<file path="config.mk">
export PLATFORM = sky130hd
export DESIGN_NAME = sync_fifo_write_arbiter_flat
export DESIGN_NICKNAME = d
export VERILOG_FILES = /design/src/rtl/sync_fifo_write_arbiter_pkg.sv /design/src/rtl/sync_fifo_write_arbiter_if.sv /design/src/rtl/rr_priority_arbiter.sv /design/src/rtl/sync_fifo_write_arbiter.sv /design/src/flat_wrapper.sv
export SDC_FILE = /design/constraint.sdc
export NUM_CORES = 1
export LEC_CHECK = 0
export ABC_CLOCK_PERIOD_IN_PS = 3900
export CAP_MARGIN = 20
export CORE_MARGIN = 3
export CORE_UTILIZATION = 35
export DETAILED_ROUTE_END_ITERATION = 7
export PLACE_DENSITY = 0.89
export SLEW_MARGIN = 20
export SYNTH_ARGS = -nofsm -noshare
export SYNTH_HDL_FRONTEND = slang
export SYNTH_SLANG_ARGS = --single-unit
</file>
<file path="constraint.sdc">
create_clock -name clk -period 3.9 [get_ports clk]
set_input_delay 0.78 -clock clk [delete_from_list [all_inputs] [get_ports clk]]
set_output_delay 0.78 -clock clk [all_outputs]
set_load 0.05 [all_outputs]
</file>
<file path="src/rtl/sync_fifo_write_arbiter_pkg.sv">
// rtl/sync_fifo_write_arbiter_pkg.sv - shared types, limits and sizing helper for the FIFO write arbiter
package sync_fifo_write_arbiter_pkg;

    typedef enum logic [1:0] {
        ST_RUN    = 2'd0,
        ST_CLR    = 2'd1,
        ST_SETTLE = 2'd2
    } state_t;

    localparam int NUM_REQ_MAX = 16;

    // Width of a producer index; never narrower than one bit.
    function automatic int ptr_width(input int num_req);
        int n;
        n = (num_req > NUM_REQ_MAX) ? NUM_REQ_MAX : num_req;
        return (n < 2) ? 1 : $clog2(n);
    endfunction

endpackage

</file>
<file path="src/rtl/sync_fifo_write_arbiter_if.sv">
// rtl/sync_fifo_write_arbiter_if.sv - producer and FIFO write-side signal bundle for the arbiter
interface sync_fifo_write_arbiter_if #(
    parameter int NUM_REQ    = 4,
    parameter int DATA_WIDTH = 8
);
    logic [NUM_REQ-1:0]            i_valid;
    logic [NUM_REQ*DATA_WIDTH-1:0] i_data;
    logic [NUM_REQ-1:0]            i_last;
    logic [NUM_REQ-1:0]            o_ready;
    logic                          i_flush;
    logic                          o_fifo_wr_en;
    logic [DATA_WIDTH-1:0]         o_fifo_wr_data;
    logic                          i_fifo_full;
    logic                          o_fifo_clr;
    logic                          o_busy;

    modport slave (
        input  i_valid, i_data, i_last, i_flush, i_fifo_full,
        output o_ready, o_fifo_wr_en, o_fifo_wr_data, o_fifo_clr, o_busy
    );

    modport master (
        output i_valid, i_data, i_last, i_flush, i_fifo_full,
        input  o_ready, o_fifo_wr_en, o_fifo_wr_data, o_fifo_clr, o_busy
    );
endinterface

</file>
<file path="src/rtl/rr_priority_arbiter.sv">
// rtl/rr_priority_arbiter.sv - combinational round-robin pick: first request at or above ptr, wrapping
module rr_priority_arbiter
    import sync_fifo_write_arbiter_pkg::*;
#(
    parameter int NUM_REQ = 4,
    parameter int PTR_W   = ptr_width(NUM_REQ)
) (
    input  logic [NUM_REQ-1:0] i_req,
    input  logic [PTR_W-1:0]   i_ptr,
    output logic [NUM_REQ-1:0] o_grant,
    output logic [PTR_W-1:0]   o_grant_idx,
    output logic               o_grant_vld
);
    logic [2*NUM_REQ-1:0] w_dbl;
    logic [NUM_REQ-1:0]   w_rot;
    logic [PTR_W-1:0]     w_off;
    logic [PTR_W:0]       w_sum;

    // Rotate requests so bit 0 is the producer at ptr, take the lowest set bit, then un-rotate.
    always_comb begin
        w_dbl       = {i_req, i_req} >> i_ptr;
        w_rot       = w_dbl[NUM_REQ-1:0];
        w_off       = '0;
        o_grant_vld = 1'b0;
        for (int i = 0; i < NUM_REQ; i++) begin
            if (!o_grant_vld && w_rot[i]) begin
                o_grant_vld = 1'b1;
                w_off       = PTR_W'(i);
            end
        end
        w_sum = {1'b0, i_ptr} + {1'b0, w_off};
        if (w_sum >= (PTR_W+1)'(NUM_REQ)) begin
            w_sum = w_sum - (PTR_W+1)'(NUM_REQ);
        end
        o_grant_idx = w_sum[PTR_W-1:0];
        o_grant     = o_grant_vld ? (NUM_REQ'(1) << o_grant_idx) : '0;
    end
endmodule

</file>
<file path="src/rtl/sync_fifo_write_arbiter.sv">
// rtl/sync_fifo_write_arbiter.sv - round-robin FIFO write arbiter with flush sequencing; FIFO_ARB_LOCK_EN adds burst lock
module sync_fifo_write_arbiter
    import sync_fifo_write_arbiter_pkg::*;
#(
    parameter int NUM_REQ    = 4,
    parameter int DATA_WIDTH = 8
) (
    input  logic                     clk,
    input  logic                     rst_n,
    sync_fifo_write_arbiter_if.slave bus
);
    localparam int PTR_W = ptr_width(NUM_REQ);

    state_t               r_state;
    logic [PTR_W-1:0]     r_ptr;
    logic                 r_clr;
    logic                 r_busy;

    logic [NUM_REQ-1:0]   w_req;
    logic [NUM_REQ-1:0]   w_grant;
    logic [PTR_W-1:0]     w_grant_idx;
    logic                 w_grant_vld;
    logic                 w_run;
    logic                 w_wr_en;
    logic [PTR_W-1:0]     w_next_ptr;
    logic [DATA_WIDTH-1:0] w_wr_data;

`ifdef FIFO_ARB_LOCK_EN
    logic                 r_locked;
    logic [PTR_W-1:0]     r_lock_idx;

    // While a burst is open only the owning producer may be granted.
    always_comb begin
        w_req = bus.i_valid;
        if (r_locked) begin
            w_req = bus.i_valid & (NUM_REQ'(1) << r_lock_idx);
        end
    end
`else
    logic w_unused_last;
    assign w_unused_last = ^bus.i_last;
    assign w_req         = bus.i_valid;
`endif

    rr_priority_arbiter #(
        .NUM_REQ (NUM_REQ),
        .PTR_W   (PTR_W)
    ) u_rr_priority_arbiter (
        .i_req       (w_req),
        .i_ptr       (r_ptr),
        .o_grant     (w_grant),
        .o_grant_idx (w_grant_idx),
        .o_grant_vld (w_grant_vld)
    );

    // A flush request in RUN wins over any transfer in the same cycle.
    assign w_run      = (r_state == ST_RUN) && !bus.i_flush;
    assign w_wr_en    = w_run && w_grant_vld && !bus.i_fifo_full;
    assign w_next_ptr = (w_grant_idx == PTR_W'(NUM_REQ-1)) ? '0 : w_grant_idx + 1'b1;

    // Forward the granted producer's word; zero when nothing is granted.
    always_comb begin
        w_wr_data = '0;
        for (int k = 0; k < NUM_REQ; k++) begin
            if (w_run && w_grant[k]) begin
                w_wr_data = bus.i_data[k*DATA_WIDTH +: DATA_WIDTH];
            end
        end
    end

    assign bus.o_ready        = w_wr_en ? w_grant : '0;
    assign bus.o_fifo_wr_en   = w_wr_en;
    assign bus.o_fifo_wr_data = w_wr_data;
    assign bus.o_fifo_clr     = r_clr;
    assign bus.o_busy         = r_busy;

    // Flush sequencer, rotation pointer and burst lock.
    always_ff @(posedge clk or negedge rst_n) begin
        if (!rst_n) begin
            r_state    <= ST_RUN;
            r_ptr      <= '0;
            r_clr      <= 1'b0;
            r_busy     <= 1'b0;
`ifdef FIFO_ARB_LOCK_EN
            r_locked   <= 1'b0;
            r_lock_idx <= '0;
`endif
        end else begin
            case (r_state)
                ST_RUN: begin
                    if (bus.i_flush) begin
                        r_state  <= ST_CLR;
                        r_clr    <= 1'b1;
                        r_busy   <= 1'b1;
                        r_ptr    <= '0;
`ifdef FIFO_ARB_LOCK_EN
                        r_locked <= 1'b0;
`endif
                    end else if (w_wr_en) begin
                        r_ptr      <= w_next_ptr;
`ifdef FIFO_ARB_LOCK_EN
                        r_locked   <= ~|(bus.i_last & w_grant);
                        r_lock_idx <= w_grant_idx;
`endif
                    end
                end
                ST_CLR: begin
                    r_state <= ST_SETTLE;
                    r_clr   <= 1'b0;
                    r_busy  <= 1'b1;
                end
                ST_SETTLE: begin
                    r_state <= ST_RUN;
                    r_clr   <= 1'b0;
                    r_busy  <= 1'b0;
                end
                default: begin
                    r_state <= ST_RUN;
                    r_clr   <= 1'b0;
                    r_busy  <= 1'b0;
                end
            endcase
        end
    end
endmodule

</file>
<file path="src/flat_wrapper.sv">
// flat-port wrapper written by rule: the top's interface ports become plain ports
module sync_fifo_write_arbiter_flat import sync_fifo_write_arbiter_pkg::*;
#(
    parameter int NUM_REQ    = 4,
    parameter int DATA_WIDTH = 8
)
  (clk, rst_n, bus_i_valid, bus_i_data, bus_i_last, bus_i_flush, bus_i_fifo_full, bus_o_ready, bus_o_fifo_wr_en, bus_o_fifo_wr_data, bus_o_fifo_clr, bus_o_busy);
  sync_fifo_write_arbiter_if #(.NUM_REQ(NUM_REQ), .DATA_WIDTH(DATA_WIDTH)) bus_i ();
  input  logic clk;
  input  logic rst_n;
  input wire logic [$bits(bus_i.i_valid)-1:0] bus_i_valid;
  input wire logic [$bits(bus_i.i_data)-1:0] bus_i_data;
  input wire logic [$bits(bus_i.i_last)-1:0] bus_i_last;
  input wire logic [$bits(bus_i.i_flush)-1:0] bus_i_flush;
  input wire logic [$bits(bus_i.i_fifo_full)-1:0] bus_i_fifo_full;
  output wire logic [$bits(bus_i.o_ready)-1:0] bus_o_ready;
  output wire logic [$bits(bus_i.o_fifo_wr_en)-1:0] bus_o_fifo_wr_en;
  output wire logic [$bits(bus_i.o_fifo_wr_data)-1:0] bus_o_fifo_wr_data;
  output wire logic [$bits(bus_i.o_fifo_clr)-1:0] bus_o_fifo_clr;
  output wire logic [$bits(bus_i.o_busy)-1:0] bus_o_busy;
  assign bus_i.i_valid = bus_i_valid;
  assign bus_i.i_data = bus_i_data;
  assign bus_i.i_last = bus_i_last;
  assign bus_i.i_flush = bus_i_flush;
  assign bus_i.i_fifo_full = bus_i_fifo_full;
  assign bus_o_ready = bus_i.o_ready;
  assign bus_o_fifo_wr_en = bus_i.o_fifo_wr_en;
  assign bus_o_fifo_wr_data = bus_i.o_fifo_wr_data;
  assign bus_o_fifo_clr = bus_i.o_fifo_clr;
  assign bus_o_busy = bus_i.o_busy;
  sync_fifo_write_arbiter #(.NUM_REQ(NUM_REQ), .DATA_WIDTH(DATA_WIDTH)) u_core (.clk(clk), .rst_n(rst_n), .bus(bus_i));
endmodule
</file>
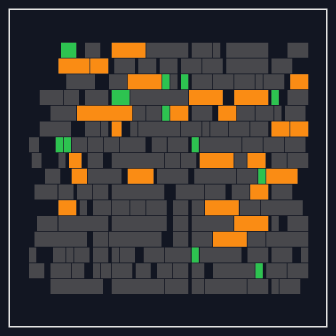
*Logic cells by family*
[orange] aoi and oai cells | cells: 24 | most used: a21oi_4
[green] nand cells | cells: 12 | most used: nand2_1

==> out/metrics.yaml <==
route.detailed.drc: 0
syn_inst: 99
peakVddDrop_mv: 0.511
nets: 221
io_buffers: 54
clock_sinks: 5
fp.dieW_um: 54.5
ant_nets: 0
hpwl_mm: 2.52
status: "finished with violations"
reg2reg_depth: 10
place_congestion: 0.714
top_layer: "met4"
cp_data_required_time_ns: 3.12
cp-endpoint: "bus_o_fifo_wr_data[7]"
cts_made_buffers: 3
p_leak_uw: 0.000756
ys.flop_type: "dfrtp_1"
clkTransAtPathRegs_ns: 0.04
post-route-min-period_ns: 3.93
vias: 1067
fp_util_pct: 39.2
syn_area_sq_um: 825
yosys_area_sq_um: 825
cp.arrival_ns: 3.15
area_growth_syn_to_layout_pct: 119
root_buffer: "clkbuf_4"
diodes: 0
r2r_slack_ns: 1.64
cts_tree: "built"
syn_nets: 148
grt_max_degree: 15
cap_violations: 0
wl_mm: 3.42
tool_warnings: 35
slew_headroom_pct: 65.3
hold_path_end: "u_core.r_state[1]$_DFFE_PN0N_"
post-route-period-util_pct: 101
stdcell_count: 198
startpoint: "bus_i_valid[2]"
slew_violations: 0
ys_cells: 99
ys_ff: 5
core_sq_um: 2100
crit_type: "in -> out"
m1WireLength_mm: 1.18
drive_gt1_share_pct: 40.4
startpoint_type: "input port"
dp.cells: 191
setup_viol: 6
rows: 16
post-route-worst-setup-slack_ns: -0.0269
hp-class: "reg -> reg"
via_per_inst: 5.39
holdPathStages: 1
clk_latency_ns: 0.23
power_density_nw_per_um2: 695
dp_slack_ns: -0.678
io_pins: 59
antenna_found_initial: 0
r2r-start: "u_core.r_ptr[1]$_DFFE_PN0P_"
wl_met3_um: 411
grt_remaining_overflow: 0
finalHoldViolations: 0
grt_setup_unrepaired: "true"
final_core_util_pct: 85.8
synthArstFlopShare_pct: 100
fmaxAchievable_mhz: 255
violations: "setup timing"
yosysWarnings: 0
clockBufferDepth: 2
dr.pass1.iters: 4
critPathMaxFanout: 8
total_power_uw: 1250
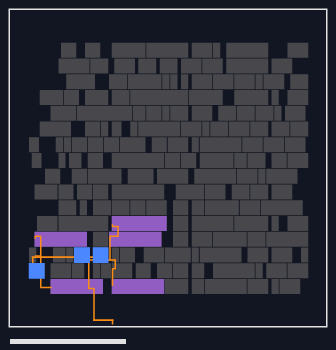
*Clock network drawn from the DEF*
The bar under the picture is 20 um long.
[orange] clock wires | length: 61.3 um
[blue] clock-net drivers | count: 3
[purple] flip-flops | count: 5
flops lie: south
routed clock nets: 4

==> cell families (layout without fill, tap and decap cells) <==
family / count (synthesis) / count (layout) / synth area share, %
adders and majority gates: 5 / 5 / 7.59
and+or+nand+nor: 30 / 30 / 22.0
AOI/OAI and AO/OA: 35 / 35 / 38.2
buffers and inverters: 20 / 92 / 12.4
DFF: 5 / 5 / 15.2
xor gates and xnor gates: 3 / 3 / 3.19
muxes: 1 / 1 / 1.37
==> power by group <==
group          leakage, uW  switching (uW)  internal (uW)
Combinational     0.000680             555            556
Clock            0.0000150            18.3           38.5
Sequential       0.0000615            23.3           63.2
==> registers in the layout, indices dropped and copies added, names as in the netlist <==
register	cells
u_core.r_ptr	2
u_core.r_state	2
u_core.bus.o_busy	1
==> critical path, cell delays in order <==
cell      delay (ns)
buf_6           0.11
nand2_1         0.08
a21oi_2         0.14
o22ai_1         0.10
o21a_1          0.21
ha_4            0.18
xor2_4          0.16
xnor2_2         0.20
ha_2            0.21
nor2b_4         0.14
buf_6           0.14
a221oi_1        0.08
a211o_1         0.29
a21oi_4         0.16
buf_12          0.15
==> area by class of cell <==
cell class / instances / area, sq um
clock buffers: 4 / 26.3
fillers: 101 / 298
inverters: 11 / 41.3
multi-input cells: 74 / 742
flip-flops and latches: 5 / 126
well taps: 27 / 33.8
repair buffers: 77 / 835
==> timing repair <==
item | 4_1_cts | 5_1_grt
gates resized | 34 | 5
hold buffers | 0 | 0
gates cloned | 0 | 0
pin swaps | 15 | 1
buffers inserted | 2 | 1
endpoints found under the setup margin | 12 | 8
==> cells in the mapped netlist, types with 2 or more instances <==
master / n / area, sq um
ha_1: 5 / 62.6
a221oi_1: 8 / 70.1
clkbuf_1: 2 / 7.51
xor2_1: 2 / 17.5
a22o_1: 2 / 17.5
and2_1: 5 / 31.3
a21oi_2: 8 / 70.1
a21oi_1: 2 / 10.0
inv_1: 11 / 41.3
nand2_1: 10 / 37.5
a211o_1: 8 / 70.1
nor2_1: 4 / 15.0
buf_6: 3 / 33.8
dfrtp_1: 5 / 125
nor2b_1: 4 / 25.0
buf_2: 3 / 15.0
==> cells in the final DEF, fill, tap and decap left out, types with 3 or more instances in the layout <==
cell / n
clkdlybuf4s50_1: 37
buf_4: 22
buf_12: 12
nand2_1: 10
inv_1: 10
a211o_1: 8
a21oi_4: 8
a221oi_1: 7
and2_1: 5
nor2_1: 4
dfrtp_1: 4
clkbuf_4: 3
buf_6: 3
==> per-stage QoR <==
| step | setup TNS (ns) | area [sq um] |
|---|---|---|
| 6_report | -0.0721 | 1800 |
| 4_1_cts | -0.0378 | 1760 |
| 5_1_grt | -0.939 | 1800 |
| 3_5_place_dp | -5.92 | 1680 |
| 2_1_floorplan | 0 | 895 |
| 3_3_place_gp | -4.74 | 1680 |
==> metal layers <==
layer / GRT usage [%] / vias to the layer above
met5: 0 / -
met4: 6.64 / 0
met3: 8.17 / 4
met2: 45.2 / 58
met1: 20.2 / 502
li1: - / 503
Power is estimated from default activity; no workload was simulated.
